## src/rtl/lcd_command_responder.sv

```systemverilog
// Responder end of the CPU-to-LCD command link: initialises an HD44780 16x2 panel, then renders
// one full frame (instruction/register/value, splash, or blank) per accepted lcd_start.
module lcd_command_responder #(
  parameter int unsigned T_POWERUP = 1000000,
  parameter int unsigned T_EN      = 16,
  parameter int unsigned T_CMD     = 2500,
  parameter int unsigned T_CLEAR   = 100000
) (
  input  logic        clk,
  input  logic        rst_n,
  input  logic        lcd_start,
  input  logic [2:0]  lcd_opcode,
  input  logic [3:0]  lcd_reg_index,
  input  logic [15:0] lcd_value,
  input  logic        show_splash_req,
  input  logic        force_blank_req,
  output logic        lcd_busy,
  output logic [7:0]  lcd_data,
  output logic        lcd_rs,
  output logic        lcd_rw,
  output logic        lcd_en,
  output logic        lcd_on
);

  typedef enum logic [2:0] {StPwrWait, StInit, StIdle, StConvert, StSend, StDone} state_e;
  typedef enum logic [1:0] {PhSetup, PhEn, PhWait} phase_e;
  typedef enum logic [1:0] {ModeNormal, ModeSplash, ModeBlank} mode_e;

  state_e      state_q;
  phase_e      phase_q;
  mode_e       mode_q;
  logic [31:0] cnt_q;
  logic [5:0]  idx_q;
  logic [2:0]  opcode_q;
  logic [3:0]  reg_q;
  logic        neg_q;
  logic [15:0] bin_q;
  logic [19:0] bcd_q;
  logic        busy_q, rs_q, en_q, on_q;
  logic [7:0]  data_q;

  // Add-3 correction applied to every BCD digit before each double-dabble shift.
  function automatic logic [19:0] dd_adjust(input logic [19:0] b);
    logic [19:0] r;
    r = b;
    for (int i = 0; i < 5; i++) begin
      if (r[4*i +: 4] >= 4'd5) r[4*i +: 4] = r[4*i +: 4] + 4'd3;
    end
    return r;
  endfunction

  function automatic logic [7:0] init_byte(input logic [5:0] idx);
    logic [7:0] b;
    case (idx)
      6'd0:    b = 8'h38;
      6'd1:    b = 8'h0C;
      6'd2:    b = 8'h01;
      default: b = 8'h06;
    endcase
    return b;
  endfunction

  // Frame layout: 0x0C, 0x80, 16 line-1 chars (idx 2-17), 0xC0, 16 line-2 chars (idx 19-34).
  function automatic logic [8:0] frame_byte(input mode_e mode, input logic [5:0] idx,
                                            input logic [2:0] opc, input logic [3:0] rix,
                                            input logic neg, input logic [19:0] bcd);
    logic [55:0]  mn;
    logic [127:0] sp1, sp2;
    logic [3:0]   col, col_r, ones;
    logic [2:0]   mi, di;
    logic [7:0]   ch;
    logic [8:0]   res;
    sp1 = {{3{8'h20}}, "MINI", {2{8'h20}}, "CPU", {4{8'h20}}};
    sp2 = {{2{8'h20}}, "READY...", {6{8'h20}}};
    case (opc)
      3'd0:    mn = {"LOAD", {3{8'h20}}};
      3'd1:    mn = {"ADD", {4{8'h20}}};
      3'd2:    mn = {"ADDI", {3{8'h20}}};
      3'd3:    mn = {"SUB", {4{8'h20}}};
      3'd4:    mn = {"SUBI", {3{8'h20}}};
      3'd5:    mn = {"MUL", {4{8'h20}}};
      3'd6:    mn = {"CLEAR", {2{8'h20}}};
      default: mn = "DISPLAY";
    endcase
    ones = (rix >= 4'd10) ? rix - 4'd10 : rix;
    ch   = 8'h20;
    col  = 4'd0;
    if (mode == ModeBlank) begin
      res = (idx == 6'd0) ? 9'h008 : 9'h001;
    end else if (idx == 6'd0) begin
      res = 9'h00C;
    end else if (idx == 6'd1) begin
      res = 9'h080;
    end else if (idx == 6'd18) begin
      res = 9'h0C0;
    end else begin
      col   = (idx < 6'd18) ? 4'(idx - 6'd2) : 4'(idx - 6'd19);
      col_r = 4'd15 - col;
      mi    = 3'(4'd6 - col);
      di    = 3'(col_r);
      if (idx < 6'd18) begin
        if (mode == ModeSplash) ch = sp1[{col_r, 3'b000} +: 8];
        else if (col < 4'd7)    ch = mn[{mi, 3'b000} +: 8];
        else if (col == 4'd13)  ch = "R";
        else if (col == 4'd14)  ch = (rix >= 4'd10) ? "1" : "0";
        else if (col == 4'd15)  ch = {4'h3, ones};
      end else begin
        if (mode == ModeSplash) ch = sp2[{col_r, 3'b000} +: 8];
        else if (col == 4'd10)  ch = neg ? "-" : "+";
        else if (col > 4'd10)   ch = {4'h3, bcd[{di, 2'b00} +: 4]};
      end
      res = {1'b1, ch};
    end
    return res;
  endfunction

  logic [31:0] wait_len;
  logic [5:0]  last_idx;
  logic [8:0]  next_byte;
  logic [15:0] mag;
  logic [19:0] bcd_adj;
  mode_e       req_mode;

  always_comb begin
    wait_len = (!rs_q && data_q == 8'h01) ? T_CLEAR : T_CMD;
    last_idx = (state_q == StInit) ? 6'd3 : ((mode_q == ModeBlank) ? 6'd1 : 6'd34);
    if (state_q == StInit) next_byte = {1'b0, init_byte(idx_q + 6'd1)};
    else next_byte = frame_byte(mode_q, idx_q + 6'd1, opcode_q, reg_q, neg_q, bcd_q);
    mag      = lcd_value[15] ? (~lcd_value + 16'd1) : lcd_value;
    bcd_adj  = dd_adjust(bcd_q);
    req_mode = force_blank_req ? ModeBlank : (show_splash_req ? ModeSplash : ModeNormal);
  end

  always_ff @(posedge clk or negedge rst_n) begin
    if (!rst_n) begin
      state_q  <= StPwrWait;
      phase_q  <= PhSetup;
      mode_q   <= ModeNormal;
      cnt_q    <= '0;
      idx_q    <= '0;
      opcode_q <= '0;
      reg_q    <= '0;
      neg_q    <= 1'b0;
      bin_q    <= '0;
      bcd_q    <= '0;
      busy_q   <= 1'b1;
      data_q   <= 8'h00;
      rs_q     <= 1'b0;
      en_q     <= 1'b0;
      on_q     <= 1'b1;
    end else begin
      case (state_q)
        StPwrWait: begin
          if (cnt_q == T_POWERUP - 32'd1) begin
            state_q <= StInit;
            phase_q <= PhSetup;
            cnt_q   <= '0;
            idx_q   <= '0;
            rs_q    <= 1'b0;
            data_q  <= 8'h38;
          end else begin
            cnt_q <= cnt_q + 32'd1;
          end
        end
        StIdle: begin
          if (lcd_start) begin
            busy_q   <= 1'b1;
            mode_q   <= req_mode;
            opcode_q <= lcd_opcode;
            reg_q    <= lcd_reg_index;
            neg_q    <= lcd_value[15];
            cnt_q    <= '0;
            idx_q    <= '0;
            phase_q  <= PhSetup;
            if (req_mode != ModeBlank) on_q <= 1'b1;
            if (req_mode == ModeNormal) begin
              state_q <= StConvert;
              bin_q   <= mag;
              bcd_q   <= '0;
            end else begin
              state_q <= StSend;
              rs_q    <= 1'b0;
              data_q  <= (req_mode == ModeBlank) ? 8'h08 : 8'h0C;
            end
          end
        end
        StConvert: begin
          bcd_q <= {bcd_adj[18:0], bin_q[15]};
          bin_q <= {bin_q[14:0], 1'b0};
          if (cnt_q == 32'd15) begin
            state_q <= StSend;
            cnt_q   <= '0;
            rs_q    <= 1'b0;
            data_q  <= 8'h0C;
          end else begin
            cnt_q <= cnt_q + 32'd1;
          end
        end
        StInit, StSend: begin
          case (phase_q)
            PhSetup: begin
              en_q    <= 1'b1;
              phase_q <= PhEn;
              cnt_q   <= '0;
            end
            PhEn: begin
              if (cnt_q == T_EN - 32'd1) begin
                en_q    <= 1'b0;
                phase_q <= PhWait;
                cnt_q   <= '0;
              end else begin
                cnt_q <= cnt_q + 32'd1;
              end
            end
            PhWait: begin
              if (cnt_q == wait_len - 32'd1) begin
                cnt_q <= '0;
                if (idx_q == last_idx) begin
                  if (state_q == StInit) begin
                    state_q <= StIdle;
                    busy_q  <= 1'b0;
                  end else begin
                    state_q <= StDone;
                    if (mode_q == ModeBlank) on_q <= 1'b0;
                  end
                end else begin
                  idx_q          <= idx_q + 6'd1;
                  {rs_q, data_q} <= next_byte;
                  phase_q        <= PhSetup;
                end
              end else begin
                cnt_q <= cnt_q + 32'd1;
              end
            end
            default: phase_q <= PhSetup;
          endcase
        end
        StDone: begin
          busy_q  <= 1'b0;
          state_q <= StIdle;
        end
        default: state_q <= StPwrWait;
      endcase
    end
  end

  assign lcd_busy = busy_q;
  assign lcd_data = data_q;
  assign lcd_rs   = rs_q;
  assign lcd_rw   = 1'b0;
  assign lcd_en   = en_q;
  assign lcd_on   = on_q;

endmodule
```

## config.mk

```make
export PLATFORM = sky130hd
export DESIGN_NAME = lcd_command_responder
export DESIGN_NICKNAME = d
export VERILOG_FILES = /design/src/rtl/lcd_command_responder.sv
export SDC_FILE = /design/constraint.sdc
export NUM_CORES = 1
export LEC_CHECK = 0
export CORE_MARGIN = 3
export CORE_UTILIZATION = 35
export DETAILED_ROUTE_END_ITERATION = 7
export PLACE_DENSITY_LB_ADDON = 0.12
export SYNTH_ARGS = -nofsm -noshare
export SYNTH_HDL_FRONTEND = slang
export SYNTH_SLANG_ARGS = --single-unit
```

## constraint.sdc

```tcl
create_clock -name clk -period 5.3 [get_ports clk]
set_input_delay 1.59 -clock clk [delete_from_list [all_inputs] [get_ports clk]]
set_output_delay 1.59 -clock clk [all_outputs]
set_load 0.03 [all_outputs]
```

Run 1, metal layers overlaid:
Bar = 50 um. Only two layers are drawn.
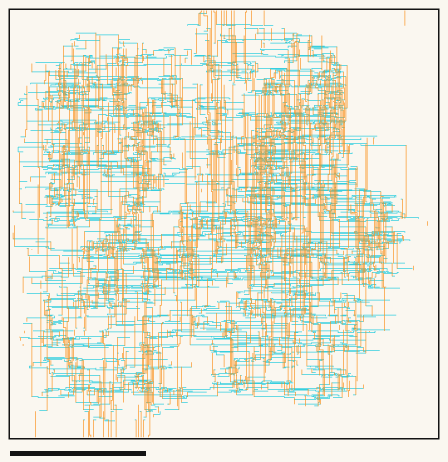
[cyan] met1 | wire length: 11500 um
[orange] met2 | wire length: 11300 um

Run 1, clock nets:
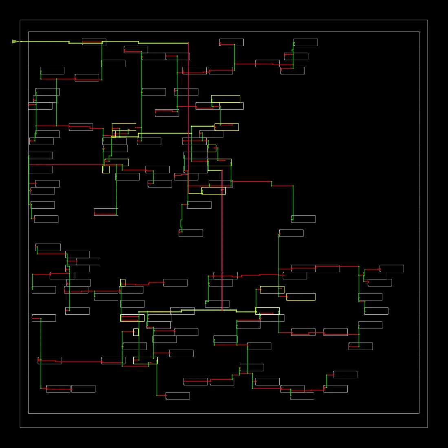
cts bufs inserted: 9
clk pwr: 0.731 mW
clock sinks: 101

==> Changelog: implementation, run 1 <==
### Metrics

* Log Warnings at 41
* Yosys reg bits at 101
* Flop share of the area at 28.7%
* Hold Violations, Final at 0
* GRT Residual Overflow at 0
* DR DRC count at 0
* YS chip area at 7960 um^2
* EDFF count, synth at 0
* Initial antenna violation count at 0
* Die height at 157 um
* Mapped Avg Cell Area at 7.93 um^2
* Number of flip-flops in the largest register at 32
* Horiz. Die Dim at 157 um
* FFs w/ async S/R, synth at 100%
* PostCTS Resize Cnt at 0
* Status: complete, no violations
* Post-CTS Setup Bufs at 0
* Total wire length at 24.1 mm
* Via count at 7611
* Top reg by flops: cnt_q
* Max_slew headroom at 32.2%
* Non-clock buffer share of cell area at 5.50%
* Top Layout Cells: nand2_1, o21ai_0, dfrtp_1
* Slowest stage delay, CP at 0.68 ns
* Dominant flop cell: dfrtp_1
* Post-DR vias/cell at 5.91
* Layout cells sized above 1 at 6.25%
* GR Util All Layers at 19.5%
* Placed Cells at 1272
* Comb/total area at 56.5%
* CP cell instances: nor4_1 > nand4_1 > or4_1 > a21o_1 > a311oi_4 > nor2_1 > nor2_1 > o21ai_0
* Setup Crit Path Kind: reg2reg
* Syn. warnings at 0
* Reg clk slew, reported paths at 0.07 ns
* Fin util at 39.9%
* Fin area at 8820 um^2
* CP top delay family: simple AND/OR/NAND/NOR gates
* Clock buf/inv share at 3.57%
* Placement Setup Slack at 1.31 ns
* I/O Buffers at 39
* Setup ws final at 1.44 ns
* Slew Limit Fails at 0
* Filler cells at 2247
* Seq share, synth at 31.8%
* Area leader share at 31.1%
* Hold Buf Count CTS at 0
* Core Region at 22100 um^2
* Crit path depth at 8
* FP Util at 36.0%
* Setup TNS at 0 ns
* Worst Setup EP: cnt_q[9]
* Clk_skew at 0.00752 ns
* Max cap viols at 0
Run 1, met2 routing:
Bar = 50 um.
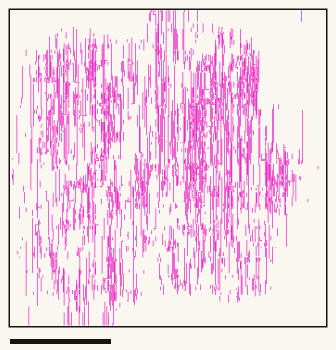
main direction: vertical
wire length on this layer: 11300 um
nets with wire on the layer: 821

[run 1: cells in the mapped netlist, drive strengths merged, types with 7 or more instances]
| library cell | count |
|---|---|
| nand2 | 125 |
| xor2 | 9 |
| ha | 27 |
| xnor2 | 29 |
| clkbuf | 38 |
| mux2i | 16 |
| nor3 | 40 |
| o31ai | 21 |
| nand2b | 14 |
| nor2 | 59 |
| a211oi | 7 |
| buf | 26 |
| and3 | 18 |
| dfrtp | 99 |
| nand3 | 35 |
| a21oi | 54 |
| nor4 | 19 |
| inv | 39 |
| nand4 | 11 |
| o21ai | 134 |
| or3 | 12 |
| and2 | 12 |
| a31oi | 14 |
| o22ai | 18 |
| o211ai | 9 |
[run 1: layer usage]
metal	GRT usage (%)	vias to the layer above	part of all wire, %
li1	-	3708	-
met1	27.8	3666	48
met2	31.7	222	47
met3	2.49	15	4.2
met4	3.83	0	0.98
met5	0	-	0
[run 1: tightest hold or removal path: stages (launching register included)]
cell and delay, ns:
dfstp_2 0.37, inv_1 0.04, o21bai_1 0.06
[run 1: worst min-delay path by stage]
| stage | startpoint | to | cells past startpoint | slack [ns] |
|---|---|---|---|---|
| 6_report | lcd_busy | lcd_busy | 2 | 0.48 |
| 2_1_floorplan | bin_q[1] | bin_q[1] | 2 | 0.45 |
| 3_3_place_gp | bin_q[7] | bin_q[7] | 2 | 0.47 |
| 5_1_grt | bin_q[15] | bin_q[15] | 2 | 0.51 |
| 3_5_place_dp | lcd_busy | lcd_busy | 2 | 0.47 |
| 4_1_cts | lcd_busy | lcd_busy | 2 | 0.49 |
[run 1: power breakdown]
group	switching, mW	internal (mW)	total (mW)
clock	0.315	0.415	0.731
sequential	0.253	0.991	1.24
combinational	1.81	0.972	2.78
total	2.38	2.38	4.76
Run 1, met3 routing:
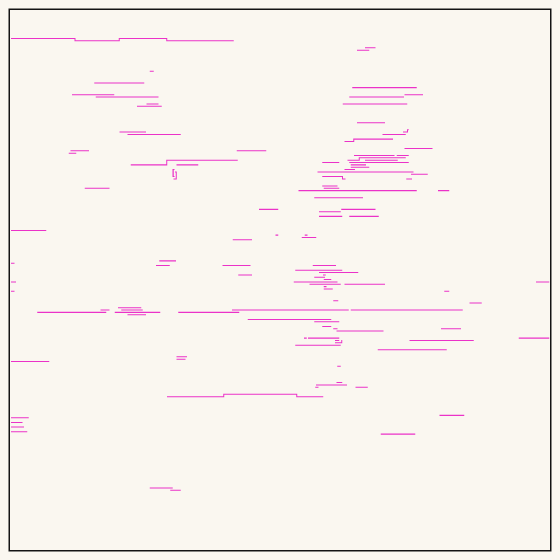

==> run 2, diff against run 1 <==
Clock period 5.3 ns to 3.66 ns, I/O delays scaled along.
Run 2, met3 routing:
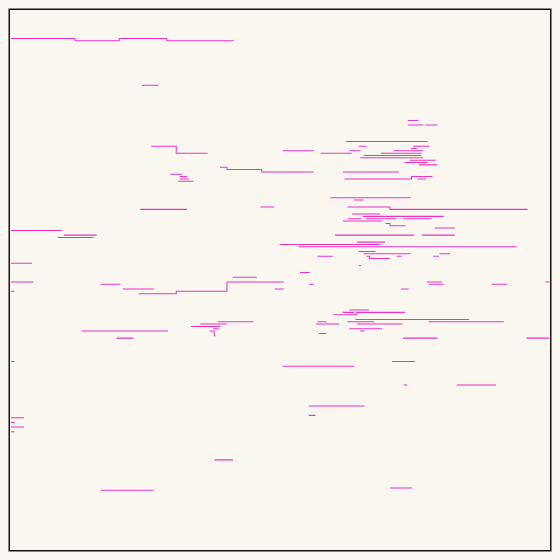
main direction: horizontal
share of all routed wire: 4.4%
nets with wire on the layer: 81
longest straight run: 63.0 um
wire length on this layer: 1070 um

==> run 2 against run 1 <==
  * Synthesized area stayed put
  * Sequential cell count did not move
  * First-iteration DRC count down 9.8%
  * Sequential share of layout area shrank 1.1 points
  * Global-route usage rose by 0.60 points
  * Worst hold slack better by 0.0019 ns
  * Maximum frequency grew 13%
  * Wire length increased by 1.3%
  * Non-clock buffer count grew 40
  * Largest power group unchanged
  * Critical endpoint is now lcd_data[2]
==> Changelog: implementation, run 2 <==
### Metrics

* Dominant flop cell: dfrtp_1 (unchanged)
* Via count at 7706 (was 7611)
* Cts bufs inserted at 9 (unchanged)
* Leakage at 3.71 nW (was 3.50 nW)
* CP arrival at 3.65 ns (was 4.08 ns)
* WHS Path Cells at 2 (unchanged)
* Mapped Area at 7960 um^2 (unchanged)
* Setup TNS at 0 ns (unchanged)
* FFs w/ async S/R, synth at 100% (unchanged)
* # setup viols final at 0 (unchanged)
* Max cap viols at 0 (unchanged)
* Fin util at 41.5% (was 39.9%)
* Setup Crit Path Kind: reg2reg (unchanged)
* PD cells at 783 nW/um^2 (was 539 nW/um^2)
* Total wire length at 24.4 mm (was 24.1 mm)
* Biggest regs: cnt_q x32, bcd_q x20, bin_q x16 (unchanged)
* Fin area at 9170 um^2 (was 8820 um^2)
* Top reg by flops: cnt_q (unchanged)
* Mapped Avg Cell Area at 7.93 um^2 (unchanged)
* Max_slew headroom at 27.3% (was 32.2%)
* Hold Startpoint: bin_q[12] (was lcd_busy)
* Maximum vdd drop at 0.407 mV (was 0.226 mV)
* Layout cells sized above 1 at 10.3% (was 6.25%)
* Clock sinks at 101 (unchanged)
* Placed Cells at 1312 (was 1272)
* Horiz. Die Dim at 157 um (unchanged)
* Core Region at 22100 um^2 (unchanged)
* Hold path endpoint: bin_q[12] (was lcd_busy)
* Slew Limit Fails at 0 (unchanged)
* Hold Buf Count CTS at 0 (unchanged)
* Main area contributors: dfrtp_1, o21ai_0, nand2_1, ha_1, a21oi_1 (unchanged)
* Area leader share at 31.1% (unchanged)
* Yosys reg bits at 101 (unchanged)
* Post-CTS Setup Bufs at 0 (unchanged)
* Syn. warnings at 0 (unchanged)
* Worst Hold Class: reg2reg (unchanged)
* Log Warnings at 41 (unchanged)
* Reg clk slew, reported paths at 0.08 ns (was 0.07 ns)
* Number of flip-flops in the largest register at 32 (unchanged)
* Yosys top cell by area: dfrtp_1 (unchanged)
* Cells after Synth at 1004 (unchanged)
* Clk_skew at 0.0133 ns (was 0.00752 ns)
* Antenna diodes at 0 (unchanged)
* FP Util at 36.0% (unchanged)
* Top Layout Cells: nand2_1, o21ai_0, dfrtp_1 (unchanged)
* Placement Setup Slack at 0.149 ns (was 1.31 ns)
* DR DRC count at 0 (unchanged)
* Seq share, synth at 31.8% (unchanged)
* Worst Setup EP: lcd_data[2] (was cnt_q[9])
* Hold Violations, Final at 0 (unchanged)
* Initial antenna violation count at 0 (unchanged)
* EDFF count, synth at 0 (unchanged)
* GR Util All Layers at 20.0% (was 19.5%)
* Most common cell in the netlist: nand2_1 (unchanged)
* GRT Residual Overflow at 0 (unchanged)
* I/O Buffers at 39 (unchanged)
* Chip Area at 24600 um^2 (unchanged)
* Status: complete, no violations (unchanged)
* YS chip area at 7960 um^2 (unchanged)
* Router iterations before antenna repair at 5 (was 7)
* Setup ws final at 0.234 ns (was 1.44 ns)
* Post-DR vias/cell at 5.80 (was 5.91)
* Post-synth top cells: nand2_1, o21ai_0, dfrtp_1 (unchanged)
* Die height at 157 um (unchanged)
Run 2, floorplan with the power grid:
Bar = 50 um. Pins as bars on the die edge.
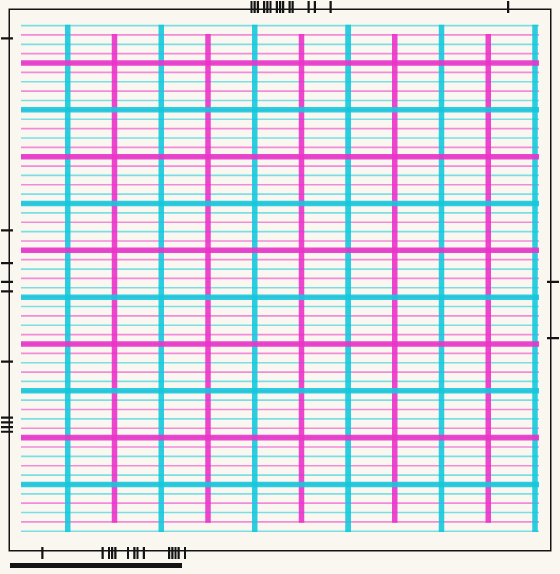
[cyan] VSS
[magenta] VDD
met1 rails: 55
met5 straps: 10
met4 straps: 11
rows: 54

## run 2: cell types whose count changed in the layout (fill, tap and decap cells not counted), sizes merged
cell | before | now
buf | 14 | 54
clkbuf | 10 | 11
inv | 40 | 42
clkinvlp | 1 | 0
bufinv | 2 | 1
clkinv | 4 | 3
## run 2: per-layer routing
layer	vias up	wire [um]	part of all wire (%)	GRT usage [%]
met3	23	1070	4.4	3.46
met2	196	11300	46	32.1
met5	-	0	0	0
li1	3783	-	-	-
met1	3704	11700	48	28.3
met4	0	305	1.2	4.67
## run 2: cell type report
| cell class | count | area (um^2) |
|---|---|---|
| inverter | 41 | 154 |
| clock inverter | 5 | 75.1 |
| tap | 280 | 350 |
| fill | 2214 | 12900 |
| clock buffer | 11 | 243 |
| timing repair buffer | 92 | 811 |
| multi-input combinational | 798 | 5010 |
| sequential | 101 | 2530 |
## run 2: logic make-up (layout without fill, tap and decap cells)
kind of cell / Yosys count / in the layout / share of synthesized area (%)
DFF: 101 / 101 / 31.8
AOI/OAI and AO/OA: 330 / 330 / 26.6
and+or+nand+nor: 380 / 380 / 23.8
buffers and inverters: 105 / 149 / 5.67
adders and majority gates: 27 / 27 / 4.24
xor gates and xnor gates: 39 / 39 / 4.98
muxes: 21 / 21 / 2.91
other: 1 / 1 / 0.0471
## run 2: critical path, stage by stage (launching register included)
cell and delay [ns]:
dfrtp_1 0.41, nor4_1 0.44, nand4_1 0.37, nor4_2 0.48, o22ai_1 0.19, nor2_2 0.28, nand2_1 0.28, buf_4 0.28
a221oi_1 0.40, o22ai_1 0.16
## run 2: timing repair
action                     CTS  global route
gates resized                0             5
hold endpoints to repair     0             0
setup endpoints to repair    0             4
## run 2: report_power, final
group | internal, mW | switching [mW]
registers | 1.44 | 0.325
clock network | 0.566 | 0.482
logic | 1.63 | 2.75
Power and IR drop assume default switching activity.
